Figure 1. Selected gate families (run 1).
Drawn at 2 px/um.
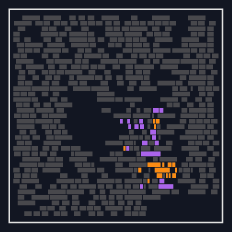
Figure 2. Clock wires, drivers and flops (run 1).
Drawn at 2 px/um.
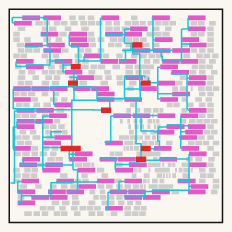
Figure 3. Metal layers overlaid (run 1).
Drawn at 4 px/um.
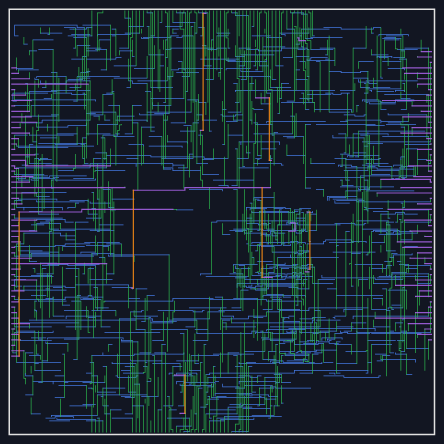
Figure 4. Clock wiring as the flow saved it (run 1).
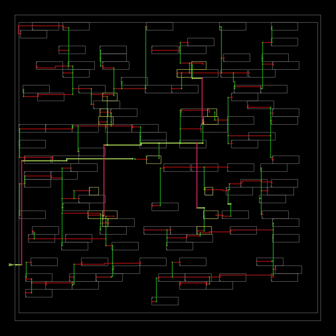
==> src/rtl/dmem_ctrl.sv <==
// Data-memory access controller sitting behind the MEM stage.
// Turns level MEM-stage load/store requests into a req/ack handshake with a
// variable-latency word RAM, stalls the pipeline until the access finishes,
// and flags misaligned addresses and RAM timeouts with one-cycle pulses.
module dmem_ctrl #(
  parameter int unsigned TIMEOUT  = 255,
  parameter logic [31:0] ERR_DATA = 32'hDEAD_BEEF
) (
  input  logic        clk,
  input  logic        rst,
  input  logic        mem_ren,
  input  logic        mem_wen,
  input  logic [31:0] mem_addr,
  input  logic [31:0] mem_dout,
  output logic [31:0] mem_din,
  output logic        mem_stall,
  output logic        ram_req,
  output logic        ram_we,
  output logic [29:0] ram_addr,
  output logic [31:0] ram_wdata,
  input  logic [31:0] ram_rdata,
  input  logic        ram_ack,
  output logic        align_err,
  output logic        bus_err
);

  typedef enum logic [1:0] {
    StIdle = 2'd0,
    StReq  = 2'd1,
    StDone = 2'd2
  } state_e;

  // Last counter value before the access is abandoned.
  localparam logic [7:0] TmoLast = 8'(TIMEOUT - 1);

  state_e      r_state, w_state_nxt;
  logic [7:0]  r_cnt, w_cnt_nxt;
  logic [31:0] r_mem_din, w_mem_din_nxt;
  logic        r_ram_req, w_ram_req_nxt;
  logic        r_ram_we, w_ram_we_nxt;
  logic [29:0] r_ram_addr, w_ram_addr_nxt;
  logic [31:0] r_ram_wdata, w_ram_wdata_nxt;
  logic        r_align_err, w_align_err_nxt;
  logic        r_bus_err, w_bus_err_nxt;

  logic w_req;
  logic w_wr;
  logic w_misaligned;

  assign w_req        = mem_ren | mem_wen;
  // A simultaneous read and write request is treated as a write.
  assign w_wr         = mem_wen;
  assign w_misaligned = w_req & (mem_addr[1:0] != 2'b00);

  // Stall while an aligned request is outstanding; DONE releases the pipeline.
  assign mem_stall = w_req & (r_state != StDone) & ~w_misaligned;

  assign mem_din   = r_mem_din;
  assign ram_req   = r_ram_req;
  assign ram_we    = r_ram_we;
  assign ram_addr  = r_ram_addr;
  assign ram_wdata = r_ram_wdata;
  assign align_err = r_align_err;
  assign bus_err   = r_bus_err;

  // State and output registers; reset drops ram_req immediately.
  always_ff @(posedge clk or posedge rst) begin
    if (rst) begin
      r_state     <= StIdle;
      r_cnt       <= 8'd0;
      r_mem_din   <= 32'd0;
      r_ram_req   <= 1'b0;
      r_ram_we    <= 1'b0;
      r_ram_addr  <= 30'd0;
      r_ram_wdata <= 32'd0;
      r_align_err <= 1'b0;
      r_bus_err   <= 1'b0;
    end else begin
      r_state     <= w_state_nxt;
      r_cnt       <= w_cnt_nxt;
      r_mem_din   <= w_mem_din_nxt;
      r_ram_req   <= w_ram_req_nxt;
      r_ram_we    <= w_ram_we_nxt;
      r_ram_addr  <= w_ram_addr_nxt;
      r_ram_wdata <= w_ram_wdata_nxt;
      r_align_err <= w_align_err_nxt;
      r_bus_err   <= w_bus_err_nxt;
    end
  end

  // Next-state and next-output logic; everything holds unless updated below.
  always_comb begin
    w_state_nxt     = r_state;
    w_cnt_nxt       = r_cnt;
    w_mem_din_nxt   = r_mem_din;
    w_ram_req_nxt   = r_ram_req;
    w_ram_we_nxt    = r_ram_we;
    w_ram_addr_nxt  = r_ram_addr;
    w_ram_wdata_nxt = r_ram_wdata;
    w_align_err_nxt = 1'b0;
    w_bus_err_nxt   = 1'b0;

    unique case (r_state)
      StIdle: begin
        if (w_misaligned) begin
          // No RAM access; the pipeline advances this cycle without a stall.
          w_align_err_nxt = 1'b1;
          if (!w_wr) w_mem_din_nxt = ERR_DATA;
          w_state_nxt = StDone;
        end else if (w_req) begin
          w_ram_req_nxt   = 1'b1;
          w_ram_we_nxt    = w_wr;
          w_ram_addr_nxt  = mem_addr[31:2];
          w_ram_wdata_nxt = mem_dout;
          w_cnt_nxt       = 8'd0;
          w_state_nxt     = StReq;
        end
      end

      StReq: begin
        if (ram_ack) begin
          w_ram_req_nxt = 1'b0;
          if (!r_ram_we) w_mem_din_nxt = ram_rdata;
          w_state_nxt = StDone;
        end else if (r_cnt == TmoLast) begin
          w_ram_req_nxt = 1'b0;
          w_bus_err_nxt = 1'b1;
          if (!r_ram_we) w_mem_din_nxt = ERR_DATA;
          w_state_nxt = StDone;
        end else if (r_cnt != 8'hFF) begin
          // Saturating; never wraps back to zero.
          w_cnt_nxt = r_cnt + 8'd1;
        end
      end

      StDone: begin
        w_state_nxt = StIdle;
      end

      default: begin
        w_state_nxt = StIdle;
      end
    endcase
  end

endmodule

==> config.mk <==
export PLATFORM = sky130hd
export DESIGN_NAME = dmem_ctrl
export DESIGN_NICKNAME = d
export VERILOG_FILES = /design/src/rtl/dmem_ctrl.sv
export SDC_FILE = /design/constraint.sdc
export NUM_CORES = 1
export LEC_CHECK = 0
export CAP_MARGIN = 40
export CORE_UTILIZATION = 40
export DETAILED_ROUTE_END_ITERATION = 10
export GPL_TIMING_DRIVEN = 0
export MAX_ROUTING_LAYER = met4
export PLACE_DENSITY = 0.78
export SLEW_MARGIN = 15
export SYNTH_ARGS = -nofsm -noshare
export SYNTH_HDL_FRONTEND = slang
export SYNTH_SLANG_ARGS = --single-unit
==> constraint.sdc <==
create_clock -name clk -period 4.17 [get_ports clk]
set_clock_uncertainty 0.05 [all_clocks]
set_input_delay 0.417 -clock clk [delete_from_list [all_inputs] [get_ports clk]]
set_output_delay 0.417 -clock clk [all_outputs]
set_load 0.03 [all_outputs]
==> impl_metrics.tcl, run 1 <==
# implementation run metrics
set metrics [dict create \
    status "finished, final reports clean" \
    setup_viol 0 \
    combGateArea_sq_um 1480 \
    antenna_left 0 \
    comb_cell_power_w 0.00201 \
    grt_max_degree 75 \
    swShare_pct 38.3 \
    startpoint_type "input pin" \
    avgSynthCellArea_sq_um 15.4 \
    post-route-util_pct 64.2 \
    cp_slowest_cell "clkdlybuf4s50_1" \
    clock_path_buffers 2 \
    worst_ep_required_time_ns 3.70 \
    grt_pass1_vias 3363 \
    total_power_w 0.00418 \
    vdd_ir_drop_max_mv 0.408 \
    grt_first_pass_wirelength_mm 16.5 \
    critPathCaptureType "output pin" \
    tightestPinTransition_ns 0.431 \
    combPwrFrac_pct 48.2 \
    finalClockPeriodUsage_pct 62.2 \
    edf_count 0 \
    cts_hold_buf 0 \
    dp_slack_ns 1.54 \
    min_period_ns 2.60 \
    hold_violations 0 \
    slew_headroom_pct 71.2 \
    cpMostUsedCell "clkdlybuf4s50_1" \
    slew_viol_final 0 \
    path_class "input pin to output pin" \
    finalWorstSetupSlack_ns 1.57 \
    power_frac_seq_pct 38.0 \
    cp.depth 4 \
    synth_cells 281 \
    finish.instance_area_sq_um 6690 \
    netlist_area_sq_um 4320 \
    cts_root_buf "clkbuf_8" \
    synthesis.nets 384 \
    hp-class "input pin to async pin" \
    ys_cells 281 \
    p_seq_w 0.00159 \
    grt_overflow 0 \
    seq_share_pct 40.4 \
    dominant_cells "flip-flops and latches" \
]
Back to the opening pictures, Figure 1:
color	family	cells
orange	nor cells	16
purple	aoi and oai cells	17

Back to the opening pictures, Figure 2:
[magenta] flip-flops | count: 108
[cyan] clock wires | length: 1210 um
[red] clock-net drivers | count: 9
flops lie	widely spread
Clock power frac: 13.9%
clk latency late pin: 0.36 ns

Back to the opening pictures, Figure 3:
color	layer	wire length
purple	M3	546 um
blue	M1	4430 um
green	M2	5120 um
orange	M4	152 um
Total Routing Usage GR: 19.4%
Avg WL per Cell: 16.2 um
vias: 3121
Detailed Route WL: 10.2 mm

Back to the opening pictures, Figure 4:
total clock sinks: 108
clock group power: 0.000580 W
total CTS buffers: 9
Clock Buffer Count: 10
registers: 108

==> run 1: Yosys cell counts (3+ instances only) <==
cell type  instances  area (sq um)
dfrtp_1          108          2700
mux2_2            63           709
o22a_2            20           200
a22o_1             8          70.1
buf_6              8          90.1
nor2_1             8          30.0
a31oi_1            6          37.5
nand2_1            4          15.0
o22a_1             4          35.0
a21oi_1            3          15.0
clkbuf_1           3          11.3
o21a_1             3          22.5
==> run 1: cell families after synthesis <==
group	synth area share, %
AOI/OAI and AO/OA	11.7
and+or+nand+nor	5.24
adders and majority gates	0.579
DFF	62.6
muxes	16.8
buffers and inverters	3.13
==> run 1: cell usage in the layout (no fill, tap or decap), types with 2 or more instances in the layout <==
| master | netlist | routed |
|---|---|---|
| nand2b_1 | 2 | 2 |
| buf_6 | 8 | 8 |
| mux2_2 | 63 | 63 |
| a22o_1 | 8 | 8 |
| nand2_1 | 4 | 4 |
| clkinvlp_4 | 0 | 2 |
| or2_2 | 2 | 2 |
| nor3_1 | 2 | 2 |
| o22a_1 | 4 | 4 |
| ha_1 | 2 | 2 |
| o2111ai_1 | 2 | 2 |
| o21ai_0 | 2 | 2 |
| clkbuf_8 | 1 | 11 |
| o22a_2 | 20 | 20 |
| o21a_1 | 3 | 3 |
| a21oi_1 | 3 | 3 |
| clkbuf_1 | 3 | 3 |
| a21o_2 | 2 | 2 |
| and3_1 | 2 | 2 |
| a31oi_1 | 6 | 6 |
| clkdlybuf4s50_1 | 0 | 199 |
| nor2_1 | 8 | 8 |
| dfrtp_1 | 108 | 108 |
| inv_6 | 0 | 2 |
| nand3_1 | 2 | 2 |
| nor2b_1 | 2 | 2 |
==> run 1: layer usage <==
layer	track usage (%)	wire [um]	vias up
met5	-	0	-
met4	6.85	151	0
met3	3.62	546	14
met2	31.6	5120	127
met1	24.5	4430	1522
li1	-	-	1458
==> run 1 -> run 2 <==
--- a/config.mk
+++ b/config.mk
@@ -6,11 +6,11 @@
 export NUM_CORES = 1
 export LEC_CHECK = 0
 export CAP_MARGIN = 40
-export CORE_UTILIZATION = 40
+export CORE_UTILIZATION = 37
 export DETAILED_ROUTE_END_ITERATION = 10
 export GPL_TIMING_DRIVEN = 0
 export MAX_ROUTING_LAYER = met4
-export PLACE_DENSITY = 0.78
+export PLACE_DENSITY = 0.76
 export SLEW_MARGIN = 15
 export SYNTH_ARGS = -nofsm -noshare
 export SYNTH_HDL_FRONTEND = slang
==> constraint.sdc (replaced) <==
create_clock -name clk -period 2.3 [get_ports clk]
set_clock_uncertainty 0.05 [all_clocks]
set_input_delay 0.23 -clock clk [delete_from_list [all_inputs] [get_ports clk]]
set_output_delay 0.23 -clock clk [all_outputs]
set_load 0.03 [all_outputs]
==> impl_metrics.tcl, run 2 <==
# implementation run metrics
set metrics [dict create \
    grt_max_degree 37 \
    min_period_ns 2.21 \
    status "finished, final reports clean" \
    critPathCaptureType "output pin" \
    ys_cells 281 \
    yosys.area.top_type "dfrtp_1" \
    muxShareOfSynthArea_pct 16.8 \
    slew_viol_final 0 \
    simple_gate_share_pct 5.24 \
    clock_path_buffers 2 \
    track_usage_pct 18.0 \
    netlist_area_sq_um 4320 \
    cts_inserted_buffers 9 \
    cts_hold_buf 0 \
    synthesis.nets 384 \
    finalClockPeriodUsage_pct 96.1 \
    grt_first_pass_wirelength_mm 16.0 \
    ys_sh_xor_pct 0 \
    top_area_share_pct 62.6 \
    yosysMostFrequentCell "dfrtp_1" \
    synth_adder_area_share_pct 0.579 \
    path_class "input pin to output pin" \
    swShare_pct 36.5 \
    avgSynthCellArea_sq_um 15.4 \
    comb_cell_power_w 0.00364 \
    antenna_left 0 \
    setup_viol 0 \
]
==> run 2: cell counts after synthesis <==
Identical to the previous run, type by type.
==> run 2: worst paths after layout <==
| check | from | to | slack, ns | depth (start not counted) |
|---|---|---|---|---|
| hold reg to reg | mem_din[5]$_DFFE_PP0P_ | mem_din[5]$_DFFE_PP0P_ | 0.44 | 1 |
| setup reg to reg | r_cnt[0]$_DFFE_PP0P_ | r_cnt[1]$_DFFE_PP0P_ | 0.20 | 6 |
| setup / recovery | mem_addr[1] | mem_stall | 0.09 | 4 |
| max in group asynchronous | rst | ram_addr[13]$_DFFE_PP0P_ | 1.63 | 3 |
| hold / removal | rst | ram_wdata[25]$_DFFE_PP0P_ | 0.14 | 2 |
| min in group clk | mem_din[5]$_DFFE_PP0P_ | mem_din[5]$_DFFE_PP0P_ | 0.44 | 1 |
==> run 2: routing by layer <==
layer | part of all wire (%) | up-vias | wire [um] | GRT usage (%)
met3 | 6.6 | 22 | 689 | 4.35
met4 | 2.9 | 0 | 299 | 9.14
li1 | - | 1459 | - | -
met1 | 42 | 1539 | 4380 | 21.6
met5 | 0 | - | 0 | -
met2 | 48 | 137 | 4990 | 28.5
==> run 2: final cells by class <==
type	instances	area (sq um)
clock inverter	2	10.0
clock buffer	13	260
timing repair buffer	202	2050
buffer	14	128
inverter	2	11.3
tap	143	179
sequential	108	2700
fill	952	4590
multi-input combinational	157	1480
==> run 2: stage by stage <==
stage	total power, W	area (sq um)	worst slack [ns]	hold slack (ns)	setup TNS (ns)
floorplan	0.00491	4320	0.468	0.252	0
global placement	0.00649	6490	-0.323	0.421	-34.35
detailed placement	0.00659	6560	0.0482	0.427	0
CTS	0.00805	6830	0.0647	0.119	0
global route	0.00835	6830	0.00870	0.141	0
finish	0.00795	6830	0.0893	0.138	0
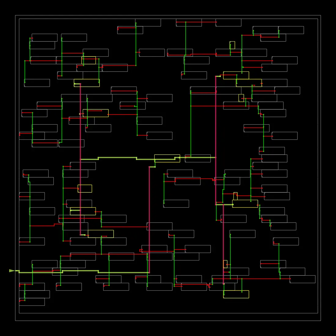
Figure 5: run 2, clock wiring as the flow saved it.
clk latency late pin: 0.34 ns
Clock Buffer Count: 13
clock group power: 0.00142 W

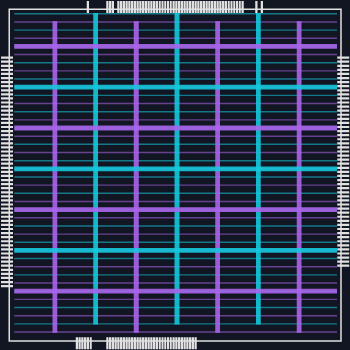
Figure 6: run 2, floorplan with the power grid.
Drawn at 3 px/um. Pins as bars on the die edge.
color	net
cyan	VDD
purple	VSS
rows	39
signal pins	200
met1 rails	40
met5 straps	7
Die H: 110 um
Die Wd: 110 um
Max IR drop VDD: 0.637 mV

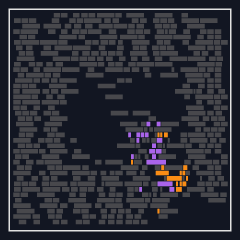
Figure 7: run 2, selected gate families.
Drawn at 2 px/um.
Comb/total area: 21.7%
Non-Filler Instances: 641
Commonest Layout Cell: clkdlybuf4s50_1

==> run 2 -> run 3 <==
--- a/config.mk
+++ b/config.mk
@@ -7,6 +7,7 @@
 export LEC_CHECK = 0
 export CAP_MARGIN = 40
 export CORE_UTILIZATION = 37
+export CTS_BUF_LIST = sky130_fd_sc_hd__clkbuf_16
 export DETAILED_ROUTE_END_ITERATION = 10
 export GPL_TIMING_DRIVEN = 0
 export MAX_ROUTING_LAYER = met4
==> impl_metrics.tcl, run 3 <==
# implementation run metrics
set metrics [dict create \
    r2r_end "r_cnt[1]$_DFFE_PP0P_" \
    yosysMostFrequentCell "dfrtp_1" \
    tightestPinTransition_ns 0.424 \
    reg2reg_slack_ns 0.21 \
    yosys.area.top_type "dfrtp_1" \
    chipWidth_um 110 \
    cts_hold_buf 0 \
    netlist_area_sq_um 4320 \
    worstRegToRegCells 6 \
    critPathCaptureType "output pin" \
    area_leaders "dfrtp_1 63%, mux2_2 16%, o22a_2 4.6%, buf_6 2.1%, a22o_1 1.6%" \
    drt_pre_antenna_iters 4 \
    status "finished, final reports clean" \
    edf_count 0 \
    avgSynthCellArea_sq_um 15.4 \
    hp-class "input pin to async pin" \
    mostFrequentLayoutCell "clkdlybuf4s50_1" \
    clock.latency.late_pin_ns 0.34 \
    path_class "input pin to output pin" \
    ys_cells 281 \
    tns_ns 0 \
    timing.hold.ws_ns 0.139 \
    most-common-layout-cells "199 x clkdlybuf4s50_1, 108 x dfrtp_1, 63 x mux2_2" \
    cpMostUsedCell "clkdlybuf4s50_1" \
    min_period_ns 2.21 \
    hold_violations 0 \
    fp.dieH_um 110 \
    rr_startpoint "r_cnt[0]$_DFFE_PP0P_" \
    clock_sinks 108 \
    dp_slack_ns 0.0482 \
    grt_overflow 0 \
    vdd_ir_drop_max_mv 0.636 \
    synth_cells 281 \
    total_power_w 0.00788 \
    cts_inserted_buffers 9 \
    grt_max_degree 37 \
    final_cells 641 \
    placedInstanceArea_sq_um 6560 \
    finalWorstSetupSlack_ns 0.0893 \
    antenna_left 0 \
    cp.depth 4 \
    clock_path_buffers 2 \
    post-route-util_pct 59.6 \
    synthTopCellsByCount "108 x dfrtp_1, 63 x mux2_2, 20 x o22a_2" \
    finish.instance_area_sq_um 6810 \
    slew_headroom_pct 71.7 \
    cp_slowest_cell "clkdlybuf4s50_1" \
    grt_first_pass_wirelength_mm 15.9 \
    setup_viol 0 \
    worst_ep_required_time_ns 2.02 \
]
-- run 3: layout make-up --
class | count | area, sq um
tap | 143 | 179
inverter | 2 | 11.3
multi-input combinational | 157 | 1480
fill | 956 | 4610
buffer | 14 | 128
sequential | 108 | 2700
clock buffer | 9 | 225
clock inverter | 6 | 25.0
timing repair buffer | 202 | 2050
-- run 3: cell families (layout without fill, tap and decap cells) --
family | Yosys count | in the layout | share of synthesized area [%]
adder cells (fa/ha/maj) | 2 | 2 | 0.579
AND/OR/NAND/NOR | 35 | 35 | 5.24
multiplexers | 64 | 64 | 16.8
flip-flops | 108 | 108 | 62.6
AND-OR/OR-AND | 56 | 56 | 11.7
buffers and inverters | 16 | 233 | 3.13
-- run 3: report_power, final --
group          switching [W]  internal, W  total (W)  leakage (nW)
combinational        0.00191      0.00173    0.00364          1.35
clock               0.000636     0.000709    0.00135         0.133
sequential          0.000350      0.00254    0.00289          1.26
total                0.00290      0.00498    0.00788          2.74
-- run 3: worst reg2reg max path, delay by kind of cell, from the launching register on --
family,cells,cell delay (ns)
compound gates,2,0.68
simple gates,1,0.21
buf+inv,1,0.08
mux,1,0.32
flops,1,0.38
fa+ha+maj,1,0.25
-- run 3: layer usage --
metal	vias up	global-route usage [%]	share of wire (%)
met5	-	-	0
met4	0	9.14	2.7
met3	21	4.17	6.5
met2	132	28.5	48
met1	1541	21.3	42
li1	1458	-	-
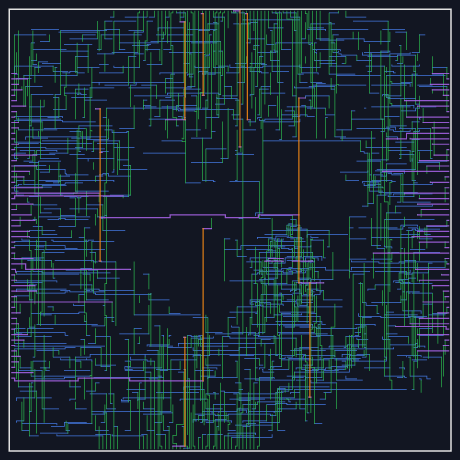
Figure 8: run 3, metal layers overlaid.
Drawn at 4 px/um.
color	layer	wire length
purple	M3	673 um
green	M2	5000 um
blue	M1	4380 um
orange	M4	284 um
Avg WL per Cell: 16.1 um
Total Routing Usage GR: 17.9%
vias: 3152
Detailed Route WL: 10.3 mm

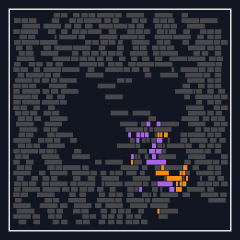
Figure 9: run 3, selected gate families.
Drawn at 2 px/um.
color	family	cells
orange	nor cells	16
purple	aoi and oai cells	17
Comb/total area: 21.8%

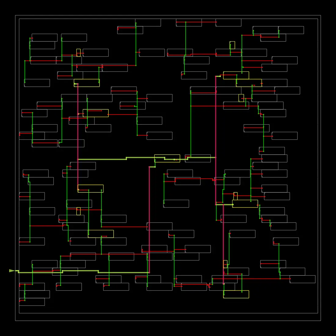
Figure 10: run 3, clock wiring as the flow saved it.
Clock Buffer Count: 9
clock group power: 0.00135 W

Power figures rest on the tool's default switching activity, not on a simulated workload.
